## src/rtl/uart_pkg.sv

```systemverilog
// Shared UART definitions: parity_mode encodings, transmitter state type and parity helpers.
package uart_pkg;

  localparam logic [1:0] PAR_NONE = 2'b00;
  localparam logic [1:0] PAR_ODD  = 2'b01;
  localparam logic [1:0] PAR_EVEN = 2'b10;

  typedef enum logic [2:0] {
    IDLE,
    START,
    DATA,
    PARITY,
    STOP
  } tx_state_t;

  // Encoding 2'b11 is reserved and behaves like PAR_NONE.
  function automatic logic parity_enabled(input logic [1:0] mode);
    return (mode != PAR_NONE) && (mode != (PAR_ODD | PAR_EVEN));
  endfunction

  // Zero-extended upper bits leave the XOR unchanged, so any word width up to 9 fits.
  function automatic logic parity_bit(input logic [8:0] word, input logic [1:0] mode);
    return (mode == PAR_ODD) ? ~(^word) : (^word);
  endfunction

endpackage

```

## src/rtl/uart_tx_cfg.sv

```systemverilog
// Configurable UART transmitter: 5..9 data bits, runtime parity and stop bits, back-to-back frames.
// Define UART_TX_CFG_BREAK_EN to add the break_req input (line break while idle).
module uart_tx_cfg
  import uart_pkg::*;
#(
  parameter int unsigned DATA_BITS  = 8,
  parameter int unsigned OVERSAMPLE = 16
) (
  input  logic                 clk,
  input  logic                 rst,
  input  logic                 clken,
  input  logic                 baud_strobe,
  input  logic [DATA_BITS-1:0] data,
  input  logic                 valid,
  output logic                 ready,
  input  logic [1:0]           parity_mode,
  input  logic                 stop2,
`ifdef UART_TX_CFG_BREAK_EN
  input  logic                 break_req,
`endif
  output logic                 txd,
  output logic                 busy
);

  localparam int unsigned    TW        = $clog2(OVERSAMPLE);
  localparam logic [TW-1:0]  TICK_MAX  = TW'(OVERSAMPLE - 1);
  localparam logic [3:0]     LAST_DATA = 4'(DATA_BITS - 1);

  tx_state_t              r_state;
  tx_state_t              w_next;
  logic [TW-1:0]          r_tick_cnt;
  logic [3:0]             r_bit_cnt;
  logic [DATA_BITS-1:0]   r_shift;
  logic                   r_par_bit;
  logic                   r_par_en;
  logic                   r_stop2;
  logic                   r_txd;
  logic                   r_busy;
  logic                   w_tick;
  logic                   w_bit_end;
  logic                   w_last_stop;
  logic                   w_accept;
  logic                   w_brk_idle;
  logic                   w_brk_block;

  assign w_tick      = clken & baud_strobe;
  assign w_bit_end   = w_tick && (r_tick_cnt == '0);
  assign w_last_stop = (r_state == STOP) && (r_bit_cnt == '0);

`ifdef UART_TX_CFG_BREAK_EN
  logic r_brk_hold;

  assign w_brk_idle  = break_req && (r_state == IDLE);
  // A request seen at the end of a frame suppresses the chained start, so the line drops to IDLE first.
  assign w_brk_block = break_req || r_brk_hold;

  always_ff @(posedge clk or posedge rst) begin
    if (rst) begin
      r_brk_hold <= 1'b0;
    end else if (clken) begin
      if (w_brk_idle) begin
        r_brk_hold <= 1'b1;
      end else if (r_brk_hold && w_bit_end) begin
        r_brk_hold <= 1'b0;
      end
    end
  end
`else
  assign w_brk_idle  = 1'b0;
  assign w_brk_block = 1'b0;
`endif

  always_ff @(posedge clk or posedge rst) begin
    if (rst) begin
      r_state <= IDLE;
    end else if (clken) begin
      r_state <= w_next;
    end
  end

  always_comb begin
    w_next = r_state;
    case (r_state)
      IDLE:    if (w_accept) w_next = START;
      START:   if (w_bit_end) w_next = DATA;
      DATA:    if (w_bit_end && (r_bit_cnt == '0)) w_next = r_par_en ? PARITY : STOP;
      PARITY:  if (w_bit_end) w_next = STOP;
      STOP: begin
        if (w_accept) begin
          w_next = START;
        end else if (w_bit_end && (r_bit_cnt == '0)) begin
          w_next = IDLE;
        end
      end
      default: w_next = IDLE;
    endcase
  end

  always_comb begin
    ready    = w_tick && !w_brk_block &&
               ((r_state == IDLE) || (w_last_stop && (r_tick_cnt == '0)));
    w_accept = ready && valid;
    txd      = r_txd && !w_brk_idle;
    busy     = r_busy;
  end

  always_ff @(posedge clk or posedge rst) begin
    if (rst) begin
      r_tick_cnt <= '0;
      r_bit_cnt  <= '0;
      r_shift    <= '0;
      r_par_bit  <= 1'b0;
      r_par_en   <= 1'b0;
      r_stop2    <= 1'b0;
      r_txd      <= 1'b1;
      r_busy     <= 1'b0;
    end else if (clken) begin
      if (w_accept) begin
        r_shift    <= data;
        r_par_bit  <= parity_bit(9'(data), parity_mode);
        r_par_en   <= parity_enabled(parity_mode);
        r_stop2    <= stop2;
        r_txd      <= 1'b0;
        r_tick_cnt <= TICK_MAX;
        r_busy     <= 1'b1;
      end else if (w_bit_end && (r_state != IDLE)) begin
        r_tick_cnt <= TICK_MAX;
        case (r_state)
          START: begin
            r_txd     <= r_shift[0];
            r_shift   <= r_shift >> 1;
            r_bit_cnt <= LAST_DATA;
          end
          DATA: begin
            if (r_bit_cnt != '0) begin
              r_txd     <= r_shift[0];
              r_shift   <= r_shift >> 1;
              r_bit_cnt <= r_bit_cnt - 4'd1;
            end else if (r_par_en) begin
              r_txd <= r_par_bit;
            end else begin
              r_txd     <= 1'b1;
              r_bit_cnt <= {3'b000, r_stop2};
            end
          end
          PARITY: begin
            r_txd     <= 1'b1;
            r_bit_cnt <= {3'b000, r_stop2};
          end
          STOP: begin
            if (r_bit_cnt != '0) begin
              r_bit_cnt <= r_bit_cnt - 4'd1;
            end else begin
              r_busy     <= 1'b0;
              r_tick_cnt <= '0;
            end
          end
          default: r_txd <= 1'b1;
        endcase
      end else if (w_tick && (r_tick_cnt != '0)) begin
        r_tick_cnt <= r_tick_cnt - TW'(1);
      end
`ifdef UART_TX_CFG_BREAK_EN
      // The tick counter doubles as the post-break mark timer while idle.
      if (w_brk_idle) begin
        r_tick_cnt <= TICK_MAX;
      end
`endif
    end
  end

endmodule

```

## config.mk

```make
export PLATFORM = sky130hd
export DESIGN_NAME = uart_tx_cfg
export DESIGN_NICKNAME = d
export VERILOG_FILES = /design/src/rtl/uart_pkg.sv /design/src/rtl/uart_tx_cfg.sv
export SDC_FILE = /design/constraint.sdc
export NUM_CORES = 1
export LEC_CHECK = 0
export CAP_MARGIN = 5
export CORE_UTILIZATION = 59
export CTS_CLUSTER_DIAMETER = 100
export DETAILED_ROUTE_END_ITERATION = 16
export PLACE_DENSITY = 0.84
export SYNTH_ARGS = -nofsm -noshare
export SYNTH_HDL_FRONTEND = slang
export SYNTH_SLANG_ARGS = --single-unit
```

## constraint.sdc

```tcl
create_clock -name clk -period 3.3 [get_ports clk]
set_clock_uncertainty 0.05 [all_clocks]
set_input_delay 0.66 -clock clk [delete_from_list [all_inputs] [get_ports clk]]
set_output_delay 0.66 -clock clk [all_outputs]
set_load 0.05 [all_outputs]
```

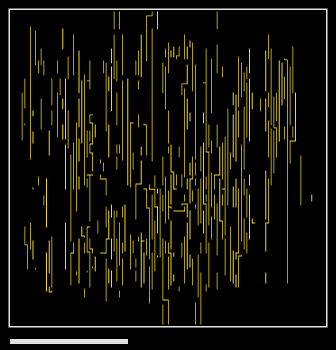
Fig. 1. The metal 2 layer.
Bar = 20 microns.
177 nets have wire on it. The layer carries 1500 microns of wire. The longest straight run is 37.9 microns.
vias after detailed routing: 1304
total wire length after detailed routing: 3020 microns
GRT met2 Usage: 39.9%

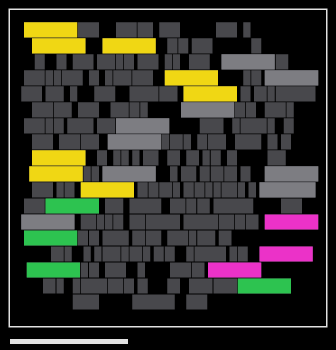
Fig. 2. Register map, names as in the netlist.
Bar = 20 microns. Other sequential cells in the stronger gray, the rest of the logic in the fainter gray.
Key: r_shift = yellow [flops 8]; r_state = magenta [flops 3]; r_tick_cnt = green [flops 4]
Another 9 sequential cells are not colored.

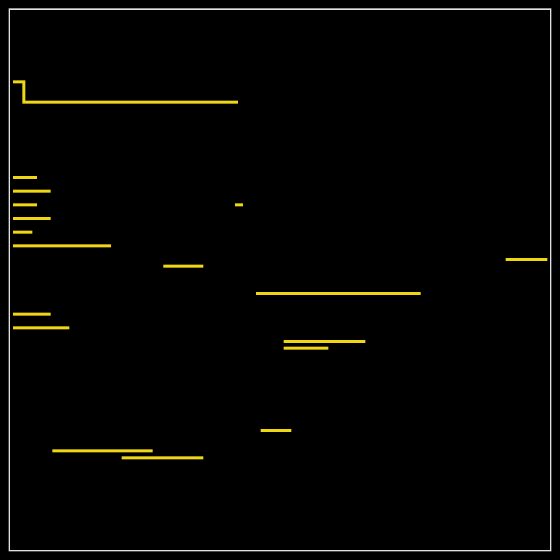
Fig. 3. The metal 3 layer.
The wires run mostly horizontal. The layer carries 111 microns of wire. 17 nets have wire on it.
met3 capacity usage during global routing: 2.82%

==> flow_metrics.py <==
# Synthesis and PnR figures
metrics = {
    "clock_tree": {
        "cts_tree": "yes",
        "clkSinkCount": 24,
        "cts-resized-gates": 0,
        "cts_root_buf": "sky130_fd_sc_hd__clkbuf_4",
        "clock_path_buffers": 2,
    },
    "route": {
        "post_drt_via_cell_ratio": 5.95,
        "drt-wirelength-per-cell_microns": 13.8,
        "tally_of_nets_with_antenna_violations_remaining_after_routing": 0,
        "remaining_drc_errors": 0,
    },
    "synthesis": {
        "simple_gate_area_share_pct": 20.2,
        "synthArstFlopShare_pct": 100,
        "synth.yosys.num_cells": 174,
        "ys.flop_type": "sky130_fd_sc_hd__dfrtp_1",
        "post_syn_area_per_cell_sq_um": 9.07,
        "compound_area_share_pct": 20.1,
        "post_synth_mux_area_share_pct": 7.14,
        "synth.yosys.chip_area_sq_um": 1580,
        "ys_seq_elements": 24,
        "synth_cells": 174,
    },
    "power_and_ir_drop": {
        "power_per_cell_area_nw_per_um2": 757,
        "pwr-share-clk_pct": 11.4,
        "static-leakage-power_nw": 0.786,
        "power-top-group": "combinational logic",
    },
    "finish": {
        "nNonClkInverters": 12,
        "signal_buffers": 18,
        "area_share_clock_buf_inv_pct": 2.02,
    },
    "grt": {
        "global_route_wire_length_before_repair_microns": 5090,
        "number_of_antenna_violations_at_the_first_check_in_global_routing": 0,
        "via_count_of_the_first_global_routing_pass": 1201,
        "grt_start_max_net_pins": 26,
    },
    "place": {
        "pre_cts_setup_slack_ns": 0.462,
    },
    "floorplan": {
        "num_rows": 18,
        "core_region_area_sq_um": 2500,
    },
    "status": {
        "run_status": "finished, final reports clean",
    },
    "timing": {
        "post-route-worst-setup-slack_ns": 0.453,
    },
    "critical_path": {
        "critPathRequiredTime_ns": 2.59,
        "reg2reg_setup_slack_ns": 1.20,
    },
}
## worst max-delay path, delay by kind of cell (launching register included)
kind / cells / cell delay [ns]
and+or+nand+nor: 2 / 0.61
DFF: 1 / 0.43
AOI/OAI and AO/OA: 1 / 0.32
buffers and inverters: 2 / 0.29
adders and majority gates: 1 / 0.18
## flip-flops by register name (all words and copies together) (netlist names)
register    cells
r_stop2         1
r_shift         8
txd             1
busy            1
r_par_bit       1
r_bit_cnt       4
r_tick_cnt      4
r_state         3
r_par_en        1
## cell families (layout without fill, tap and decap cells)
family                     after synthesis  after routing
adders and majority gates                5              5
xor gates and xnor gates                 8              8
and+or+nand+nor                         61             61
DFF                                     24             24
muxes                                   11             11
buffers and inverters                   19             34
AOI/OAI and AO/OA                       46             46
## worst min path at each step
| stage | endpoint | slack, ns | startpoint | depth (start not counted) |
|---|---|---|---|---|
| 3_3_place_gp | r_stop2 | 0.42 | r_stop2 | 2 |
| 3_5_place_dp | r_stop2 | 0.42 | r_stop2 | 2 |
| 6_report | r_stop2 | 0.45 | r_stop2 | 2 |
| 4_1_cts | r_stop2 | 0.45 | r_stop2 | 2 |
| 5_1_grt | r_stop2 | 0.47 | r_stop2 | 2 |
| 2_1_floorplan | r_stop2 | 0.39 | r_stop2 | 2 |
## synth_stat cells, drive strengths merged, types with 5 or more instances
master / instances
a21oi: 16
buf: 6
dfrtp: 23
ha: 5
inv: 12
mux2i: 9
nand2: 14
nand3: 6
nor2: 18
nor3: 8
o21ai: 10
xnor2: 7
## metal layers
metal	vias up	global-route usage [%]	wire length (microns)
li1	651	-	-
met1	625	32.4	1390
met2	26	39.9	1500
met3	2	2.82	111
met4	0	10.1	10
met5	-	0	0
Power and IR drop assume default switching activity.
